[config.mk]
export PLATFORM = sky130hd
export DESIGN_NAME = comb2_result_fifo
export DESIGN_NICKNAME = d
export VERILOG_FILES = /design/src/rtl/comb2_result_fifo.sv
export SDC_FILE = /design/constraint.sdc
export NUM_CORES = 1
export LEC_CHECK = 0
export CAP_MARGIN = 20
export CORE_MARGIN = 2
export CORE_UTILIZATION = 62
export DETAILED_ROUTE_END_ITERATION = 8
export DONT_BUFFER_PORTS = 1
export PLACE_DENSITY = 0.76
export SETUP_SLACK_MARGIN = 0.2
export SLEW_MARGIN = 20
export SYNTH_ARGS = -nofsm -noshare
export SYNTH_HDL_FRONTEND = slang
export SYNTH_SLANG_ARGS = --single-unit
[constraint.sdc]
create_clock -name clk -period 2.6 [get_ports clk]
set_input_delay 0.39 -clock clk [delete_from_list [all_inputs] [get_ports clk]]
set_output_delay 0.39 -clock clk [all_outputs]
set_load 0.02 [all_outputs]
[src/rtl/comb2_result_fifo.sv]
// Capture stage for comb2 results: packs the nine result outputs into a 24-bit word and
// buffers it in a show-ahead FIFO drained over valid/ready, with Equality and drop statistics.
module comb2_result_fifo #(
    parameter int DEPTH = 4,
    parameter int CNT_W = 8
) (
    input  logic                     clk,
    input  logic                     rst,
    input  logic                     in_valid,
    output logic                     in_ready,
    input  logic [3:0]               Arithmetic,
    input  logic [3:0]               Shift,
    input  logic [3:0]               Bitwise,
    input  logic [3:0]               Concatenation,
    input  logic [3:0]               Conditional,
    input  logic                     Relational,
    input  logic                     Equality,
    input  logic                     Reduction,
    input  logic                     Logical,
    output logic                     out_valid,
    input  logic                     out_ready,
    output logic [23:0]              out_data,
    output logic [$clog2(DEPTH):0]   count,
    output logic [CNT_W-1:0]         eq_count,
    output logic                     drop
);

    localparam int PTR_W = $clog2(DEPTH);
    localparam logic [PTR_W:0] FULL_CNT = (PTR_W + 1)'(DEPTH);

    typedef logic [23:0] word_t;

    word_t              mem_q [DEPTH];
    logic [PTR_W-1:0]   wr_ptr_q, wr_ptr_d;
    logic [PTR_W-1:0]   rd_ptr_q, rd_ptr_d;
    logic [PTR_W:0]     count_q, count_d;
    logic [CNT_W-1:0]   eq_count_q, eq_count_d;
    logic               drop_q, drop_d;

    logic               full;
    logic               empty;
    logic               push;
    logic               pop;
    word_t              push_word;

    assign push_word = {Arithmetic, Shift, Bitwise, Concatenation, Conditional,
                        Relational, Equality, Reduction, Logical};

    // Flags come from the registered occupancy only, so no input reaches an output combinationally.
    assign full  = (count_q == FULL_CNT);
    assign empty = (count_q == '0);

    assign push = in_valid && !full;
    assign pop  = !empty && out_ready;

    always_comb begin
        // NOTE: every signal gets a default first so no path through this block infers a latch.
        wr_ptr_d   = wr_ptr_q;
        rd_ptr_d   = rd_ptr_q;
        count_d    = count_q;
        eq_count_d = eq_count_q;
        drop_d     = drop_q;

        if (push) begin
            wr_ptr_d = wr_ptr_q + PTR_W'(1);
        end
        if (pop) begin
            rd_ptr_d = rd_ptr_q + PTR_W'(1);
        end

        unique case ({push, pop})
            2'b10:   count_d = count_q + 1'b1;
            2'b01:   count_d = count_q - 1'b1;
            default: count_d = count_q;
        endcase

        if (push && Equality && (eq_count_q != '1)) begin
            eq_count_d = eq_count_q + 1'b1;
        end

        if (in_valid && full) begin
            drop_d = 1'b1;
        end
    end

    // NOTE: sequential state is updated with non-blocking assignments so every flop samples pre-edge values.
    always_ff @(posedge clk) begin
        if (rst) begin
            wr_ptr_q   <= '0;
            rd_ptr_q   <= '0;
            count_q    <= '0;
            eq_count_q <= '0;
            drop_q     <= 1'b0;
        end else begin
            wr_ptr_q   <= wr_ptr_d;
            rd_ptr_q   <= rd_ptr_d;
            count_q    <= count_d;
            eq_count_q <= eq_count_d;
            drop_q     <= drop_d;
        end
    end

    // NOTE: the storage array has no reset; the pointers and count alone decide which entries are live.
    always_ff @(posedge clk) begin
        if (push && !rst) begin
            mem_q[wr_ptr_q] <= push_word;
        end
    end

    assign in_ready  = !full;
    assign out_valid = !empty;
    assign out_data  = mem_q[rd_ptr_q];
    assign count     = count_q;
    assign eq_count  = eq_count_q;
    assign drop      = drop_q;

endmodule

==> results.rst <==
Flow metrics
------------

.. list-table::
   :header-rows: 1

   * - Metric
     - Value
   * - Cell type with the highest aggregate area in the netlist
     - edfxtp_1
   * - Root buffer cell
     - clkbuf_8
   * - Total leakage power
     - 1.75 nW
   * - Global routing usage on met1
     - 24.9%
   * - Share of power burned in combinational logic
     - 19.8%
   * - Count of buffering cells on the critical path with inverters included
     - 2
   * - Clock transition at path regs
     - 50 ps
   * - Cell area after placement
     - 4520 sq um
   * - Met3 routed WL
     - 435 um
   * - Kind of capture point of the worst setup path
     - flip-flop
   * - Number of placed cells counting well taps
     - 329
   * - Number of flip-flops in the largest register
     - 96
   * - Post-detailed-route via-to-cell ratio
     - 5.60
   * - Layout buffering overhead excluding clock cells
     - 6.59%
   * - Setup repair after global routing missed its margin
     - false
   * - Number of buffers created by CTS
     - 17
   * - Die x size
     - 87.9 um
   * - Number of global-route vias before repair
     - 2273
   * - Global router's overall resource usage
     - 21.7%
   * - Instance count of the mapped netlist
     - 231
   * - XOR/XNOR Fraction of Synth Area
     - 1.00%
   * - Slowest cell on the critical path
     - dfxtp_1
   * - Number of antenna violations at the first check in global routing
     - 0
   * - Post-synth tally of flip-flops with integrated enable
     - 96
   * - Top cells by area
     - edfxtp_1 (66%), mux4_2 (12%), dfxtp_1 (8.3%)
   * - Final-layout clock buffer total
     - 19
   * - Switching share of power
     - 27.0%
   * - Class of the most critical hold timing path
     - in -> reg
   * - Port Buf Inserts
     - 0
   * - Final clock-cell share
     - 10.1%
   * - Final worst slack
     - 348 ps
   * - Setup crit start kind
     - flip-flop
   * - Top cells excl fill/tap
     - edfxtp_1 (96), dlygate4sd3_1 (25), mux4_2 (24)
   * - Power drawn by the combinational cells
     - 1.06 mW
   * - Commonest Layout Cell
     - edfxtp_1
   * - Nets at Floorplan
     - 266
   * - GRT met2 Usage
     - 37.1%
   * - Mi-comb count
     - 100
   * - Power dissipated by switching net loads
     - 1.44 mW
   * - Pwr/cell area
     - 1000 nW/um^2
   * - Fraction of the mapped netlist area in compound gates
     - 2.58%
   * - Syn. warnings
     - 0
   * - First-pass iteration count of the detailed router
     - 4
   * - Category of cells accounting for the largest share of critical-path delay
     - simple AND/OR/NAND/NOR gates
   * - Flip-flop and latch count after synthesis
     - 114
   * - Normalized max-slew margin
     - 57.9%
   * - Final hold viol count
     - 0
   * - Share of total power in sequential cells
     - 41.3%
   * - Area growth from synthesis to layout
     - 22.3%
   * - Number of sinks handled by clock tree synthesis
     - 114
   * - Largest buffer count on any clock path
     - 2
   * - M1 WL
     - 3070 um
   * - Die extent in y
     - 87.9 um
   * - Accumulated negative setup slack
     - 0 ps
   * - Post-route total power
     - 5.33 mW
   * - Arrival time reported for the critical path endpoint
     - 2680 ps
   * - Most instantiated library cell after synthesis
     - edfxtp_1
   * - Chip area
     - 7720 sq um
   * - Max-slew violation total from the final report
     - 0
   * - Leading cell types by count after synthesis
     - edfxtp_1 (96), mux4_2 (24), dfxtp_1 (18), nor2_1 (14), a21oi_1 (10)
   * - Sequential fraction of the synthesis area
     - 74.4%
   * - Io pins
     - 66
   * - Crit Path Category
     - reg -> reg
   * - Distinct lib cells used
     - 36
   * - Length of routed met2 wiring
     - 4050 um
   * - Final critical-path share of the clock period
     - 86.6%
   * - Highest metal layer with signal wires
     - met4
   * - Biggest area consumer among cell classes
     - registers
   * - Gpl congestion
     - 0.674
   * - Vias after detailed routing
     - 2167
   * - Half-perimeter wire length of the detailed placement result
     - 4260 um
   * - Post-Route Hold Slack
     - 34.4 ps
   * - Number of buffers other than clock buffers in the final layout
     - 38
   * - Worst endpoint required time
     - 3020 ps
   * - Dominant comb cell
     - multiplexers
   * - Time the final worst path needs with I/O delays and setup
     - 2250 ps
   * - Antenna diode instance count
     - 0
   * - Residual overflow from global routing
     - 0
   * - Result of the run
     - complete, no violations
   * - Layout net count
     - 313
   * - Worst slew pin tran
     - 630 ps
-- cells by family (layout without fill, tap and decap cells) --
family,Yosys count,count (layout)
simple gates,44,44
fa+ha+maj,7,7
buf+inv,17,77
compound gates,19,19
xor+xnor,5,5
mux,25,25
flops,114,114
-- final timing paths --
path | startpoint | to | slack (ps) | cells after the start
max reg2reg | count[1] | count[2] | 350 | 9
max | count[1] | count[2] | 350 | 9
min | in_valid | drop | 30 | 2
min reg2reg | wr_ptr_q[1] | wr_ptr_q[1] | 500 | 2
-- repair_timing --
| item | 4_1_cts | 5_1_grt |
|---|---|---|
| buffers inserted | 0 | 1 |
| hold endpoints to repair | 114 | 0 |
| hold buffers | 25 | 0 |
| resized | 0 | 2 |
| endpoints found under the setup margin | 0 | 2 |
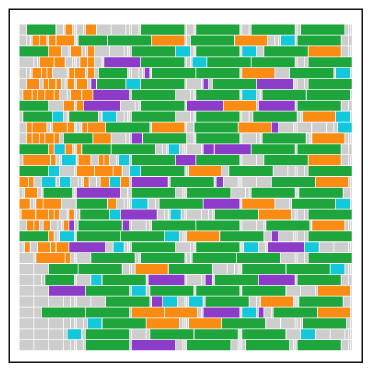
Fig. 1. Cells coloured by class.
Scale: 4 px per um. Fill, decap, tap and diode cells in grey.
legend:
  cyan:
    class: other buffers and delay cells
    cells: 38
  purple:
    class: clock drivers and dummy loads
    cells: 32
  orange:
    class: all other logic
    cells: 107
  green:
    class: flip-flops
    cells: 114
number of rows created at floorplan: 30
final core area utilization: 78.5%
Finished Cell Area: 5330 sq um
fraction of standard cell area that is sequential: 60.9%
Core ar.: 6790 sq um

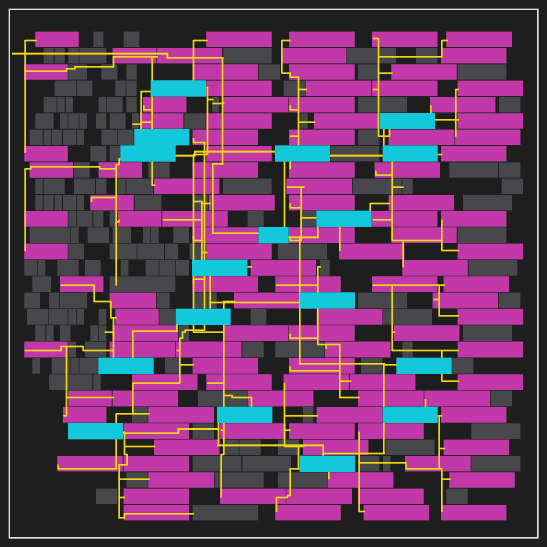
Fig. 2. Clock distribution.
Scale: 6 px per um.
legend:
  cyan:
    item: cells driving clock nets
    count: 17
  yellow:
    item: clock wires
    length: 1190 um
  magenta:
    item: flip-flops
    count: 114
flops lie: widely spread
routed clock nets: 18
clock network power share: 38.9%
clock latency on the worst-skew pair: 500 ps
final clock skew: 5.70 ps
reported clock group power: 2.07 mW

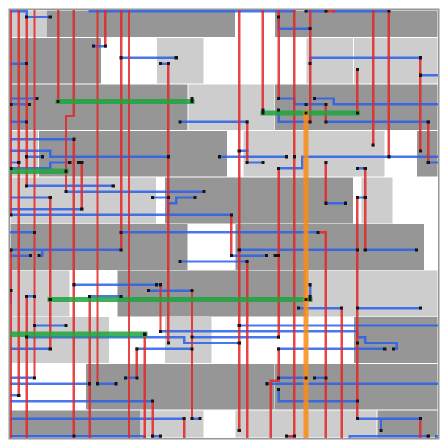
Fig. 3. A small window of the routed layout.
Region (31, 31) to (56, 56) um. Cells in grey, sequential cells in the stronger grey; small squares are vias.
legend:
  blue:
    layer: met1
  orange:
    layer: met4
  green:
    layer: met3
  red:
    layer: met2
netlist names of flops here include: mem_q (12)
sequential cells in the window: 12
cells with their middle in the window: 27
most frequent: edfxtp_1 (12), clkbuf_16 (4), buf_4 (3)

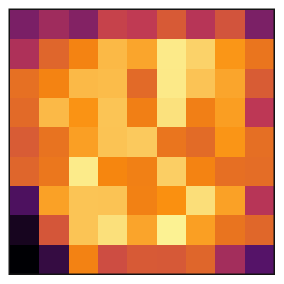
Fig. 4. Placement density heat map.
Scale: 3 px per um. 9 x 9 tiles, from black (low) to pale yellow (high), 0 to 100% covered.
nearly empty tiles: 1.2%
tiles over 75% full: 40%
emptiest ninth of the die: bottom left
pre-placement core utilization: 64.2%

Power and IR drop assume default switching activity.
